### src/rtl/ldtu_frame_scheduler.sv
`default_nettype none
// ============================================================================
// Module   : ldtu_frame_scheduler
// Function : Buffers encoded words in a small FIFO and frames them
//            (header / payload / trailer) onto a valid/ready link, idle-filled.
// Revision : 1.0 - initial release
// ============================================================================
module ldtu_frame_scheduler #(
    parameter int          FIFO_DEPTH = 8,
    parameter int          FRAME_LEN  = 50,
    parameter logic [31:0] IDLE_WORD  = 32'hEAAAAAAA
) (
    input  logic        CLK,
    input  logic        reset,
    input  logic [31:0] DATA_32,
    input  logic        Load,
    input  logic        out_ready,
    output logic [31:0] DATA_out,
    output logic        out_valid,
    output logic [1:0]  out_type,
    output logic [11:0] frame_id,
    output logic        overflow,
    output logic [7:0]  drop_cnt
);

    localparam int             c_AW    = $clog2(FIFO_DEPTH);
    localparam logic [c_AW:0]  c_DEPTH = (c_AW + 1)'(FIFO_DEPTH);
    localparam logic [15:0]    c_FLEN  = 16'(FRAME_LEN);

    localparam logic [1:0] c_T_IDLE    = 2'b00;
    localparam logic [1:0] c_T_HEADER  = 2'b01;
    localparam logic [1:0] c_T_PAYLOAD = 2'b10;
    localparam logic [1:0] c_T_TRAILER = 2'b11;

    typedef enum logic [1:0] {
        S_IDLE    = 2'd0,
        S_PAYLOAD = 2'd1,
        S_TRAILER = 2'd2
    } state_t;

    logic [31:0]     r_mem [FIFO_DEPTH];
    logic [c_AW-1:0] r_wr_ptr;
    logic [c_AW-1:0] r_rd_ptr;
    logic [c_AW:0]   r_count;
    logic            r_overflow;
    logic [7:0]      r_drop_cnt;

    state_t          r_state;
    logic [15:0]     r_pay_cnt;
    logic [15:0]     r_csum;
    logic [31:0]     r_data;
    logic            r_valid;
    logic [1:0]      r_type;
    logic [11:0]     r_fid;

    logic            w_upd;
    logic            w_empty;
    logic            w_full;
    logic            w_pop;
    logic            w_push;
    logic            w_drop;
    logic [31:0]     w_head;
    logic [15:0]     w_fold;

    assign w_upd   = !r_valid || out_ready;
    assign w_empty = (r_count == '0);
    assign w_full  = (r_count == c_DEPTH);
    assign w_pop   = w_upd && (r_state == S_PAYLOAD) && !w_empty;
    // A full FIFO still accepts a word when the same cycle frees a slot.
    assign w_push  = Load && (!w_full || w_pop);
    assign w_drop  = Load && w_full && !w_pop;
    assign w_head  = r_mem[r_rd_ptr];
    assign w_fold  = w_head[31:16] ^ w_head[15:0];

    always_ff @(posedge CLK) begin
        if (w_push) begin
            r_mem[r_wr_ptr] <= DATA_32;
        end
    end

    always_ff @(posedge CLK) begin
        if (reset) begin
            r_wr_ptr   <= '0;
            r_rd_ptr   <= '0;
            r_count    <= '0;
            r_overflow <= 1'b0;
            r_drop_cnt <= 8'd0;
        end else begin
            if (w_push) begin
                r_wr_ptr <= r_wr_ptr + c_AW'(1);
            end
            if (w_pop) begin
                r_rd_ptr <= r_rd_ptr + c_AW'(1);
            end
            case ({w_push, w_pop})
                2'b10:   r_count <= r_count + (c_AW + 1)'(1);
                2'b01:   r_count <= r_count - (c_AW + 1)'(1);
                default: r_count <= r_count;
            endcase
            if (w_drop) begin
                r_overflow <= 1'b1;
                if (r_drop_cnt != 8'hFF) begin
                    r_drop_cnt <= r_drop_cnt + 8'd1;
                end
            end
        end
    end

    always_ff @(posedge CLK) begin
        if (reset) begin
            r_state   <= S_IDLE;
            r_pay_cnt <= 16'd0;
            r_csum    <= 16'd0;
            r_data    <= IDLE_WORD;
            r_valid   <= 1'b0;
            r_type    <= c_T_IDLE;
            r_fid     <= 12'd0;
        end else begin
            r_valid <= 1'b1;
            if (w_upd) begin
                case (r_state)
                    S_IDLE: begin
                        if (!w_empty) begin
                            r_data    <= {4'hD, r_fid, c_FLEN};
                            r_type    <= c_T_HEADER;
                            r_csum    <= 16'd0;
                            r_pay_cnt <= 16'd0;
                            r_state   <= S_PAYLOAD;
                        end else begin
                            r_data <= IDLE_WORD;
                            r_type <= c_T_IDLE;
                        end
                    end
                    S_PAYLOAD: begin
                        if (!w_empty) begin
                            r_data    <= w_head;
                            r_type    <= c_T_PAYLOAD;
                            r_pay_cnt <= r_pay_cnt + 16'd1;
                            r_csum    <= r_csum ^ w_fold;
                            if (r_pay_cnt + 16'd1 == c_FLEN) begin
                                r_state <= S_TRAILER;
                            end
                        end else begin
                            // Filler keeps the link busy and does not count toward the frame.
                            r_data <= IDLE_WORD;
                            r_type <= c_T_IDLE;
                        end
                    end
                    S_TRAILER: begin
                        r_data  <= {4'hE, r_fid, r_csum};
                        r_type  <= c_T_TRAILER;
                        r_fid   <= r_fid + 12'd1;
                        r_state <= S_IDLE;
                    end
                    default: begin
                        r_data  <= IDLE_WORD;
                        r_type  <= c_T_IDLE;
                        r_state <= S_IDLE;
                    end
                endcase
            end
        end
    end

    assign DATA_out  = r_data;
    assign out_valid = r_valid;
    assign out_type  = r_type;
    assign frame_id  = r_fid;
    assign overflow  = r_overflow;
    assign drop_cnt  = r_drop_cnt;

endmodule
`default_nettype wire

### config.mk
export PLATFORM = sky130hd
export DESIGN_NAME = ldtu_frame_scheduler
export DESIGN_NICKNAME = d
export VERILOG_FILES = /design/src/rtl/ldtu_frame_scheduler.sv
export SDC_FILE = /design/constraint.sdc
export NUM_CORES = 1
export LEC_CHECK = 0
export CORE_MARGIN = 2
export CORE_UTILIZATION = 41
export CTS_CLUSTER_DIAMETER = 40
export CTS_CLUSTER_SIZE = 20
export DETAILED_ROUTE_END_ITERATION = 16
export SLEW_MARGIN = 20
export SYNTH_ARGS = -nofsm -noshare
export SYNTH_HDL_FRONTEND = slang
export SYNTH_SLANG_ARGS = --single-unit
### constraint.sdc
create_clock -name CLK -period 9.4 [get_ports CLK]
set_clock_uncertainty 0.2 [all_clocks]
set_input_delay 1.88 -clock CLK [delete_from_list [all_inputs] [get_ports CLK]]
set_output_delay 1.88 -clock CLK [all_outputs]
set_load 0.01 [all_outputs]
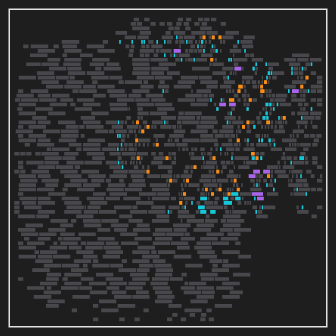
*Selected gate families*
adder and majority cells -> purple  # cells 10, most used ha_1
AND and OR gates -> orange  # cells 42, most used or3_1
NOR gates -> cyan  # cells 94, most used nor2_1
Top cell excl fill/tap: edfxtp_1
final cell count without fillers: 1560
Comb area share: 0.2564

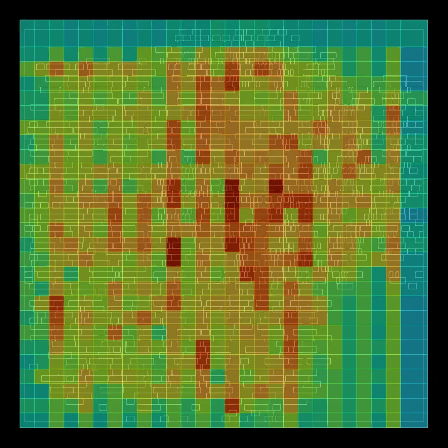
*Track usage over the die*
Util after Layout: 0.5005
GRT Total Usage: 0.1827
met3 Resource Use GR: 0.03344

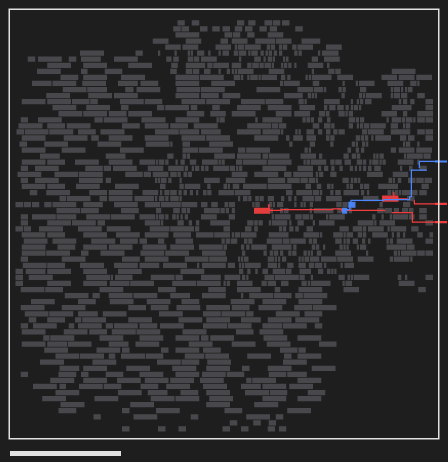
*Port wiring*
The bar under the picture is 50 um long.
`Load` -> blue  # bits 1, direction input, end cells 2, wire 66.7 um
`out_type` -> red  # bits 2, direction output, end cells 2, wire 105 um
PortBufs: 91
Ports: 92

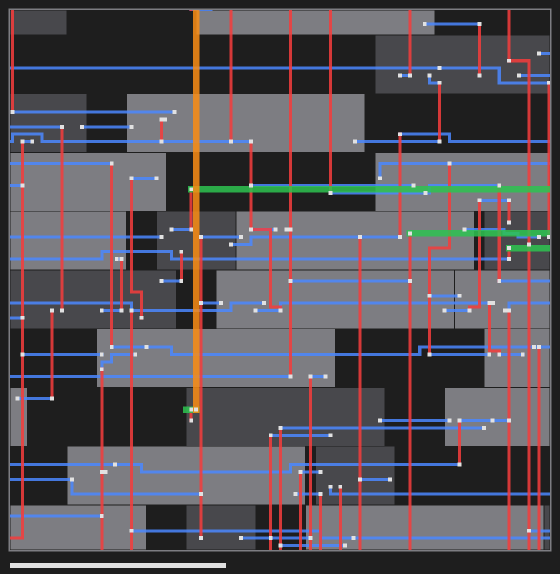
*Layout detail*
The bar under the picture is 10 um long. Region (36, 36) to (61, 61) um. Cells in gray, sequential cells in the stronger gray; small squares are vias.
met2 -> red
met3 -> green
met4 -> orange
met1 -> blue
netlist names of flops here include = `r_mem` (9)
most frequent = edfxtp_1 (9), mux2i_1 (2), mux4_2 (2)
sequential cells in the window = 9
cells with their middle in the window = 15

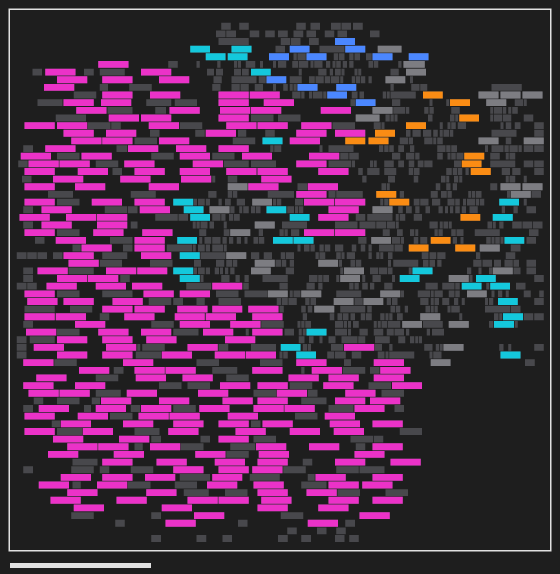
*Sequential cells colored by netlist name*
The bar under the picture is 50 um long. Other sequential cells in the stronger gray, the rest of the logic in the fainter gray.
`r_pay_cnt` -> orange  # flops 16, where top right
`DATA_out` -> cyan  # flops 32
`r_mem` -> magenta  # flops 256
`frame_id` -> blue  # flops 12, where top middle
not colored = 43
sequential cell area: 9758 sq um
flop share of the area: 0.5616
Power Sequential: 1870 uW

==> flow_metrics.env <==
# flow metrics
export IMPL_powerComb_uw=633
export IMPL_cts_buffers=43
export IMPL_crit_fanout=27
export IMPL_setup_viol=0
export IMPL_switching_share=0.2638
export IMPL_die_area_sq_um=36900
export IMPL_bufAreaShareNonClock=0.05862
export IMPL_p_leak_uw=0.005468
export IMPL_synthAoiAreaFrac=0.06867
export IMPL_yosysMostFrequentCell="edfxtp_1"
export IMPL_cp_start_kind="input pin"
export IMPL_coreArea_sq_um=34710
export IMPL_grt_pass1_vias=8441
export IMPL_xor_area_frac=0.02476
export IMPL_pg_clk_uw=1720
export IMPL_edf_count=256
export IMPL_drt_pass1_iter_count=5
export IMPL_synth_warning_count=0
export IMPL_ys_sh_adder=0.009144
export IMPL_drt_total_wl_um=32980
export IMPL_end_kind="flip-flop"
export IMPL_final_nets=1118
export IMPL_r2r_end="r_count[3]$_SDFFE_PP0P_"
export IMPL_crit_family="buffers and inverters"
export IMPL_max_slew_margin=0.4203
export IMPL_status="finished clean"
export IMPL_async_flop_share=0
export IMPL_dp_hpwl_um=19860
export IMPL_areaGrowthSynthToFinish_pct=19.79
export IMPL_ys_types=56
export IMPL_rr_startpoint="r_state[0]$_SDFFE_PP0P_"
export IMPL_synth_avg_cell_area_sq_um=14.86
export IMPL_fin_crit_sh=0.5196
export IMPL_p_switching_uw=1115
export IMPL_power_top_group="registers"
export IMPL_antenna_left=0
export IMPL_inverters=18
export IMPL_worst_slew_pin_slew_ns=0.8695
export IMPL_finalMaxSlewViolations=0
how the worst max path moves through the flow:
stage / from / endpoint / slack, ns
2_1_floorplan: out_ready / r_mem[4][0]$_DFFE_PP_ / 2.60
3_3_place_gp: out_ready / r_count[3]$_SDFFE_PP0P_ / 4.02
3_5_place_dp: out_ready / r_count[3]$_SDFFE_PP0P_ / 4.00
4_1_cts: out_ready / r_count[3]$_SDFFE_PP0P_ / 4.54
5_1_grt: out_ready / r_count[3]$_SDFFE_PP0P_ / 4.29
6_report: out_ready / r_count[3]$_SDFFE_PP0P_ / 4.52
sequential cells by signal, indices dropped and copies added, names as in the netlist, named ones only:
| register | flops |
|---|---|
| r_wr_ptr | 3 |
| drop_cnt | 8 |
| r_state | 2 |
| r_mem | 256 |
| DATA_out | 32 |
| r_count | 4 |
| r_rd_ptr | 3 |
| out_valid | 1 |
| overflow | 1 |
| r_pay_cnt | 16 |
| r_csum | 16 |
| frame_id | 12 |
| out_type | 2 |
per-layer routing:
layer / vias to the layer above / share of wire
li1: 3954 / -
met5: - / 0
met1: 4283 / 0.44
met2: 257 / 0.47
met3: 59 / 0.062
met4: 0 / 0.028
per-stage QoR:
stage / worst slack [ns] / total power [uW] / cell area [sq um] / instances / hold WS (ns)
floorplan: 2.599 / 2303 / 14500 / 976 / 0.2541
global placement: 4.021 / 2532 / 15860 / 1482 / 0.2331
detailed placement: 3.996 / 2543 / 15870 / 1482 / 0.2444
CTS: 4.544 / 4270 / 17370 / 1560 / 0.2532
global route: 4.291 / 4413 / 17370 / 1560 / 0.2808
finish: 4.516 / 4228 / 17370 / 1560 / 0.2550
Power figures rest on the tool's default switching activity, not on a simulated workload.
